[config.mk]
export PLATFORM = sky130hd
export DESIGN_NAME = my_ram_fifo_ctl
export DESIGN_NICKNAME = d
export VERILOG_FILES = /design/src/rtl/my_ram_fifo_ctl.sv
export SDC_FILE = /design/constraint.sdc
export NUM_CORES = 1
export LEC_CHECK = 0
export CAP_MARGIN = 40
export CELL_PAD_IN_SITES_DETAIL_PLACEMENT = 1
export CELL_PAD_IN_SITES_GLOBAL_PLACEMENT = 2
export CORE_AREA = 3 3 91 93
export CTS_BUF_LIST = sky130_fd_sc_hd__clkbuf_4 sky130_fd_sc_hd__clkbuf_8
export CTS_CLUSTER_DIAMETER = 40
export DETAILED_ROUTE_END_ITERATION = 8
export DIE_AREA = 0 0 94 96
export PLACE_DENSITY = 0.89
export SLEW_MARGIN = 20
export SYNTH_ARGS = -nofsm -noshare
export SYNTH_HDL_FRONTEND = slang
export SYNTH_SLANG_ARGS = --single-unit
[constraint.sdc]
create_clock -name clk -period 4.2 [get_ports clk]
set_input_delay 0.84 -clock clk [delete_from_list [all_inputs] [get_ports clk]]
set_output_delay 0.84 -clock clk [all_outputs]
set_load 0.02 [all_outputs]
[src/rtl/my_ram_fifo_ctl.sv]
// my_ram_fifo_ctl: single-clock FIFO built around one simple dual-port RAM
// (one write port, one registered read port). Supports standard and
// first-word-fall-through read modes, any depth >= 2, a fill count,
// almost-full/almost-empty thresholds and sticky overflow/underflow flags.
//
// Handshake: a write is taken on any cycle with i_wren=1 and o_full=0; a read
// (standard) or pop (FWFT) is taken on any cycle with i_rden=1 and o_empty=0.
// Requests made while the matching flag is set are dropped and latch
// o_ovf / o_udf respectively.
module my_ram_fifo_ctl #(
    parameter int DATA_W    = 8,
    parameter int DEPTH     = 8,
    parameter int FWFT      = 0,
    parameter int AFULL_TH  = 6,
    parameter int AEMPTY_TH = 1,
    localparam int CNT_W    = $clog2(DEPTH + 1)
) (
    input  logic              clk,
    input  logic              rstn,
    input  logic              i_wren,
    input  logic [DATA_W-1:0] i_wrdata,
    output logic              o_full,
    output logic              o_afull,
    input  logic              i_rden,
    output logic [DATA_W-1:0] o_rddata,
    output logic              o_empty,
    output logic              o_aempty,
    output logic [CNT_W-1:0]  o_count,
    output logic              o_ovf,
    output logic              o_udf
);

    localparam int PTR_W = (DEPTH > 1) ? $clog2(DEPTH) : 1;

    logic [DATA_W-1:0] mem [DEPTH];
    logic [PTR_W-1:0]  wr_ptr;
    logic [PTR_W-1:0]  rd_ptr;
    logic [CNT_W-1:0]  count;

    // Prefetch stages used only in FWFT mode: RAM read register and output register.
    logic [DATA_W-1:0] ram_q;
    logic              ram_v;
    logic              out_v;

    logic              wr;
    logic              rd;
    logic              fetch;
    logic              bypass;
    logic              out_load;
    logic [CNT_W-1:0]  held;
    logic [CNT_W-1:0]  stored;

    // Pointer advance with wrap at DEPTH-1 (depth need not be a power of two).
    function automatic logic [PTR_W-1:0] next_ptr(input logic [PTR_W-1:0] p);
        if (p == PTR_W'(DEPTH - 1)) return '0;
        return p + PTR_W'(1);
    endfunction

    // Status flags decode straight from the count register.
    assign o_count  = count;
    assign o_full   = (count == CNT_W'(DEPTH));
    assign o_afull  = (count >= CNT_W'(AFULL_TH));
    assign o_aempty = (count <= CNT_W'(AEMPTY_TH));
    assign o_empty  = (FWFT != 0) ? !out_v : (count == '0);

    assign wr = i_wren & !o_full;
    assign rd = i_rden & !o_empty;

    // Read-side control: in FWFT mode a RAM fetch is issued whenever a word is
    // available (already stored, or arriving this cycle via bypass) and the RAM
    // register is free or draining into the output register.
    always_comb begin
        held     = CNT_W'(ram_v) + CNT_W'(out_v);
        stored   = count - held;
        out_load = 1'b0;
        fetch    = rd;
        bypass   = 1'b0;
        if (FWFT != 0) begin
            out_load = ram_v & (!out_v | rd);
            fetch    = ((stored != '0) | wr) & (!ram_v | out_load);
            // Nothing stored yet: the word being written is the one to fetch.
            bypass   = (stored == '0);
        end
    end

    // Count, pointers and sticky error flags.
    always_ff @(posedge clk or negedge rstn) begin
        if (!rstn) begin
            count  <= '0;
            wr_ptr <= '0;
            rd_ptr <= '0;
            o_ovf  <= 1'b0;
            o_udf  <= 1'b0;
        end else begin
            if (wr && !rd)      count <= count + CNT_W'(1);
            else if (rd && !wr) count <= count - CNT_W'(1);
            if (wr)    wr_ptr <= next_ptr(wr_ptr);
            if (fetch) rd_ptr <= next_ptr(rd_ptr);
            if (i_wren && o_full)  o_ovf <= 1'b1;
            if (i_rden && o_empty) o_udf <= 1'b1;
        end
    end

    // RAM write port; contents need no reset since no word is read before written.
    always_ff @(posedge clk) begin
        if (wr) mem[wr_ptr] <= i_wrdata;
    end

    // Registered read port plus the FWFT output stage.
    always_ff @(posedge clk or negedge rstn) begin
        if (!rstn) begin
            ram_q    <= '0;
            ram_v    <= 1'b0;
            out_v    <= 1'b0;
            o_rddata <= '0;
        end else if (FWFT != 0) begin
            if (fetch) ram_q <= bypass ? i_wrdata : mem[rd_ptr];
            ram_v <= fetch | (ram_v & !out_load);
            if (out_load) o_rddata <= ram_q;
            out_v <= out_load | (out_v & !rd);
        end else begin
            ram_v <= 1'b0;
            out_v <= 1'b0;
            if (rd) o_rddata <= mem[rd_ptr];
        end
    end

endmodule

Figure 1. Routing congestion (run 1).
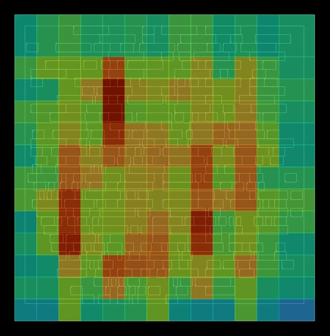
post-DR wirelength/cell: 21.2 um
busiest grt layer: met2
GR Util met3: 3.21%
GRT Resource Usage Total: 18.9%
GR Util met2: 32.1%

Figure 2. Met1 routing (run 1).
Bar = 20 um. Supply wires on this layer in gray.
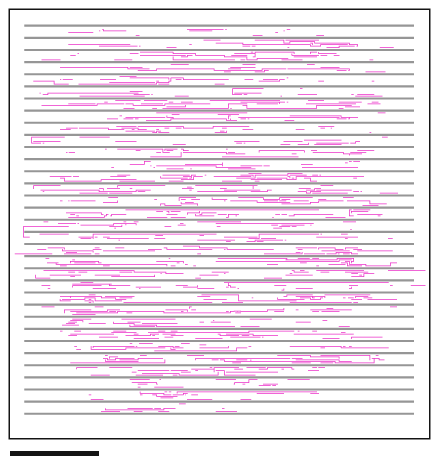
wire length on this layer: 3390 um
share of all routed wire: 44%
longest straight run: 43.2 um
main direction: horizontal

==> Slide: Implementation Results, run 1 <==
Implementation Results

Yosys
  – Synthesis area per yosys: around 0.0035 mm2
  – Count leader, synth: edfxtp_1
  – EDFF count, synth: 64
  – Unique cell types: 29
  – Ys Warns: 0
  – Yosys top cell area share: a little under three fifths
  – Post-synthesis cell area: ~0.0035 mm2
  – Cell taking the most area after synthesis: edfxtp_1

Finish
  – Nets: around 280
  – Final Cell Area: 0.00415 mm2
  – N_diodes: 0
  – Layout cells sized above 1: 18.6%

Power
  – Pwr Total: a little under 3 mW
  – Pint: 1.95 mW
  – Flop pwr share: about two fifths
  – P per Cell Area: 718 mW/mm2
  – Leakage dissipation: around 1.5 nW

Die
  – # IOs: 30
  – Die ar.: approximately 0.009 mm2
  – FP Rows: 32
  – Die W: ~94 um

Worst hold path
  – Worst hold path class: flip-flop to flip-flop

CTS
  – CTS root buf: clkbuf_8
  – Clk buf depth: 2
  – Postcts setup bufs: 0
  – Num Clock Sinks: between 80 and 90
  – H-tree Lvls: 3
  – Clock slew at reported path FFs: 0.08 ns

Global routing
  – First-pass GRT wire length: around 12000 um

STA
  – Hold Slack: ~0.46 ns
  – Hold Fails Final Rpt: 0
  – Slew Limit Fails: 0

Run
  – OpenROAD warning count: 30

Critical path
  – Critical Path Start Type: flip-flop
  – RR Endpoint: o_count[3]$_DFFE_PN0P_
  – Worst Setup SP: o_count[1]$_DFFE_PN0P_
  – Critical R2R Launch: o_count[1]$_DFFE_PN0P_
  – CP Capture Type: output pin

Outcome
  – Status: complete, no violations

Place
  – Placed cell count: between 300 and 400
Figure 3. Signal wires on met3 (run 1).
Bar = 20 um. Cells faint in the background.
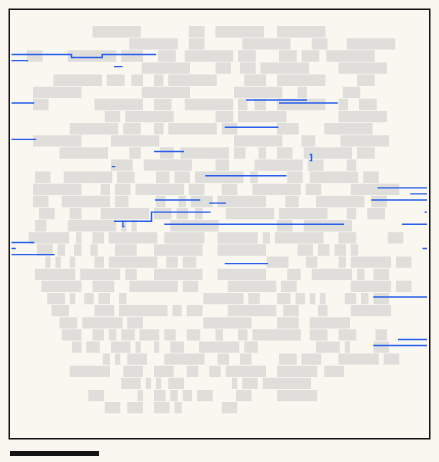
main direction: horizontal
wire length on this layer: 278 um
share of all routed wire: 3.6%
final WL: 7760 um
routed vias: 1956

[run 1: layout make-up]
cell class,count,area (um2)
clock inverters,5,78.8
fillers,738,3460
clock buffers,11,139
flip-flops and latches,84,2420
multi-input cells,120,986
well taps,102,128
inverters,5,18.8
repair buffers,39,373
[run 1: placed cells by master, fill, tap and decap left out, types with 3 or more instances in the layout]
master / n
edfxtp_1: 64
clkdlybuf4s50_1: 29
mux2_2: 22
dfrtp_1: 20
mux2i_1: 17
o21ai_0: 10
ha_1: 10
clkbuf_8: 9
buf_4: 9
nor2_1: 8
o22ai_1: 8
a22o_1: 8
o31ai_1: 8
inv_1: 5
nand2b_1: 5
nor3_1: 5
nand2_1: 4
xor2_1: 3
[run 1: routing by layer]
layer / GRT usage (%) / part of all wire (%) / wire length [um]
met1: 24.1 / 44 / 3390
met4: 7.94 / 1.3 / 97
met3: 3.21 / 3.6 / 278
met5: 0 / 0 / 0
met2: 32.1 / 51 / 3990
[run 1: stage by stage]
step                setup slack [ns]  utilization [%]
global route                    1.06             54.5
detailed placement              1.20             51.5
CTS                             1.17             54.4
finish                          1.18             54.5
global placement                1.26             51.2
floorplan                       1.73                -
[run 1: flip-flops by register name, indices dropped and copies added, names as in the netlist]
name and count:
mem 64, o_count 4, o_ovf 1, o_rddata 8, o_udf 1, rd_ptr 3
wr_ptr 3
[run 1: how the worst min path moves through the flow]
stage	endpoint	cells after the start	slack, ns
after CTS	o_ovf$_DFFE_PN0P_	1	0.46
final	o_ovf$_DFFE_PN0P_	1	0.46
after global routing	o_udf$_DFFE_PN0P_	1	0.48
after global placement	o_ovf$_DFFE_PN0P_	1	0.45
after detailed placement	o_ovf$_DFFE_PN0P_	1	0.45
after floorplan	o_count[0]$_DFFE_PN0P_	0	0.54
[run 1: cells by family (layout without fill, tap and decap cells)]
| logic type | Yosys count | after routing | synth area share, % |
|---|---|---|---|
| compound gates | 37 | 37 | 7.30 |
| xor+xnor | 4 | 4 | 1.01 |
| fa+ha+maj | 10 | 10 | 3.60 |
| buf+inv | 13 | 60 | 2.05 |
| flops | 84 | 84 | 69.6 |
| mux | 39 | 39 | 12.0 |
| simple gates | 30 | 30 | 4.42 |
[run 1: power by group through the flow]
stage	clock network (mW)	logic [mW]	registers [mW]
after floorplan	0	0.642	1.29
after global placement	0	1.07	1.23
after detailed placement	0	1.11	1.25
after CTS	0.641	1.13	1.23
after global routing	0.678	1.20	1.26
final	0.633	1.11	1.23
[run 1: critical path, stage by stage (launching register included)]
cell and delay, ns:
dfrtp_1 0.48, inv_1 0.14, ha_1 0.19, nor3b_1 0.19, buf_4 0.21, clkdlybuf4s50_1 0.62
## Run 2: what changed since run 1
- CORE_AREA: 3 3 91 93 -> 3 3 99 101
- DIE_AREA: 0 0 94 96 -> 0 0 102 104
- PLACE_DENSITY: 0.89 -> 0.8
- clock period: 4.2 -> 2.5 ns (I/O delays scaled with it)
==> Slide: Implementation Results, run 2 <==
Implementation Results

Die
  – # IOs: 30
  – Die W: 102 um
  – FP Rows: 35

Run
  – OpenROAD warning count: 30

Yosys
  – Count leader, synth: edfxtp_1
  – Cell taking the most area after synthesis: edfxtp_1
  – Post-synthesis cell area: roughly 0.0035 mm2
  – EDFF count, synth: around 64

STA
  – Hold Slack: roughly 0.46 ns
  – Hold Fails Final Rpt: 0
  – Final worst slack: around 0.15 ns

CTS
  – Clk buf depth: 2
  – H-tree Lvls: 3
  – CTS root buf: clkbuf_8
  – Num Clock Sinks: 84

Finish
  – Layout cells sized above 1: 20.7%
  – Nets: 288
  – Top Layout Cells: edfxtp_1 (64), clkdlybuf4s50_1 (28), mux2_2 (22)
  – Final Cell Area: approximately 0.0042 mm2
  – Max reg flops: roughly 64
  – Filler cell count: 938
  – Register area: roughly 0.0024 mm2

Worst hold path
  – Worst hold path class: flip-flop to flip-flop

Power
  – Leakage dissipation: between 1.5 and 2 nW

Critical path
  – RR Endpoint: o_count[3]$_DFFE_PN0P_
  – CP Capture Type: output pin
  – Critical R2R Launch: o_count[0]$_DFFE_PN0P_
  – Critical Path Start Type: flip-flop

Outcome
  – Status: complete, no violations

Global routing
  – First-pass GRT wire length: approximately 12000 um
[run 2: cell counts after synthesis]
No cell type changed its count.
[run 2: how the worst max path moves through the flow]
stage | startpoint | to | cells past startpoint
floorplan | o_count[0]$_DFFE_PN0P_ | o_count[3]$_DFFE_PN0P_ | 9
global placement | i_rden | o_count[3]$_DFFE_PN0P_ | 6
detailed placement | i_wren | o_count[3]$_DFFE_PN0P_ | 7
CTS | o_count[0]$_DFFE_PN0P_ | o_full | 5
global route | o_count[0]$_DFFE_PN0P_ | o_full | 5
finish | o_count[0]$_DFFE_PN0P_ | o_full | 5
[run 2: cell type report]
| cell class | instances | share of cell area (%) |
|---|---|---|
| clock buffers | 9 | 2.95 |
| repair buffers | 46 | 9.91 |
| clock inverters | 7 | 2.35 |
| inverters | 5 | 0.446 |
| flip-flops and latches | 84 | 57.6 |
| well taps | 111 | 3.30 |
| multi-input cells | 120 | 23.4 |
[run 2: where the power goes]
part	total (mW)	leakage, nW	internal [mW]	switching (mW)
sequential	2.03	0.814	1.84	0.196
combinational	1.92	0.646	0.892	1.03
clock	1.08	0.110	0.569	0.511
[run 2: cells by family after synthesis]
kind of cell    synth area share, %
flops                          69.6
mux                            12.0
compound gates                 7.30
simple gates                   4.42
buf+inv                        2.05
fa+ha+maj                      3.60
xor+xnor                       1.01
[run 2: stage by stage]
step,utilization [%],instances
final,46.2,382
after global routing,46.2,382
after global placement,43.7,366
after detailed placement,43.7,366
after CTS,46.2,382
after floorplan,-,217
[run 2: timing repair]
| action | in CTS | in global routing |
|---|---|---|
| hold buffers | 0 | 0 |
| gates resized | 1 | 0 |
| setup endpoints to repair | 1 | 0 |
| buffers inserted | 0 | 0 |
[run 2: layer usage]
metal / global-route usage (%) / wire, um / vias up
met5: 0 / 0 / -
met4: 6.19 / 140 / 0
met3: 2.55 / 177 / 13
met2: 25.8 / 3930 / 30
met1: 19.6 / 3350 / 1030
li1: - / - / 933
[run 2: worst max-delay path: stages, from the launching register on]
cell and delay, ns:
dfrtp_1 0.38, inv_1 0.10, ha_1 0.18, nand3b_1 0.13, inv_1 0.10, clkdlybuf4s50_1 0.60
Figure 4. Met1 routing (run 2).
Bar = 20 um. Supply wires on this layer in gray.
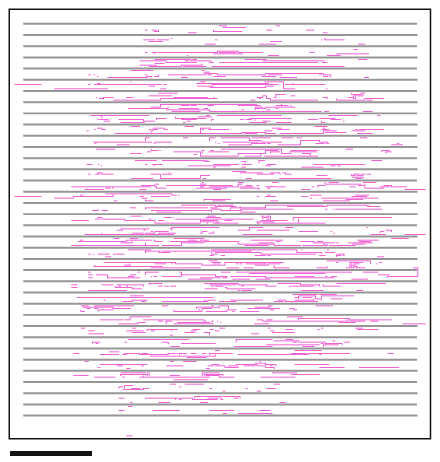
longest straight run: 33.1 um
wire length on this layer: 3350 um
main direction: horizontal
nets with wire on the layer: 267
share of all routed wire: 44%

Figure 5. Routing congestion (run 2).
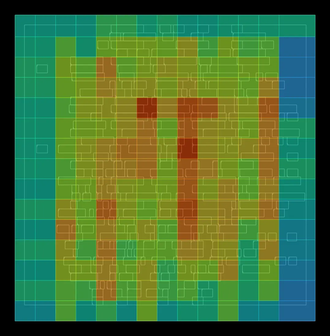
GRT Resource Usage Total: 15.4%
Core Util, Final: 46.2%
post-DR wirelength/cell: 19.9 um
grt met1 use: 19.6%
GR Util met2: 25.8%

Figure 6. Signal wires on met3 (run 2).
Bar = 20 um. Cells faint in the background.
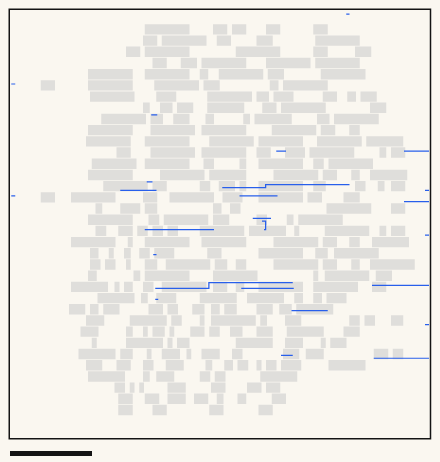
wire length on this layer: 177 um
longest straight run: 20.2 um

Power is estimated from default activity; no workload was simulated.
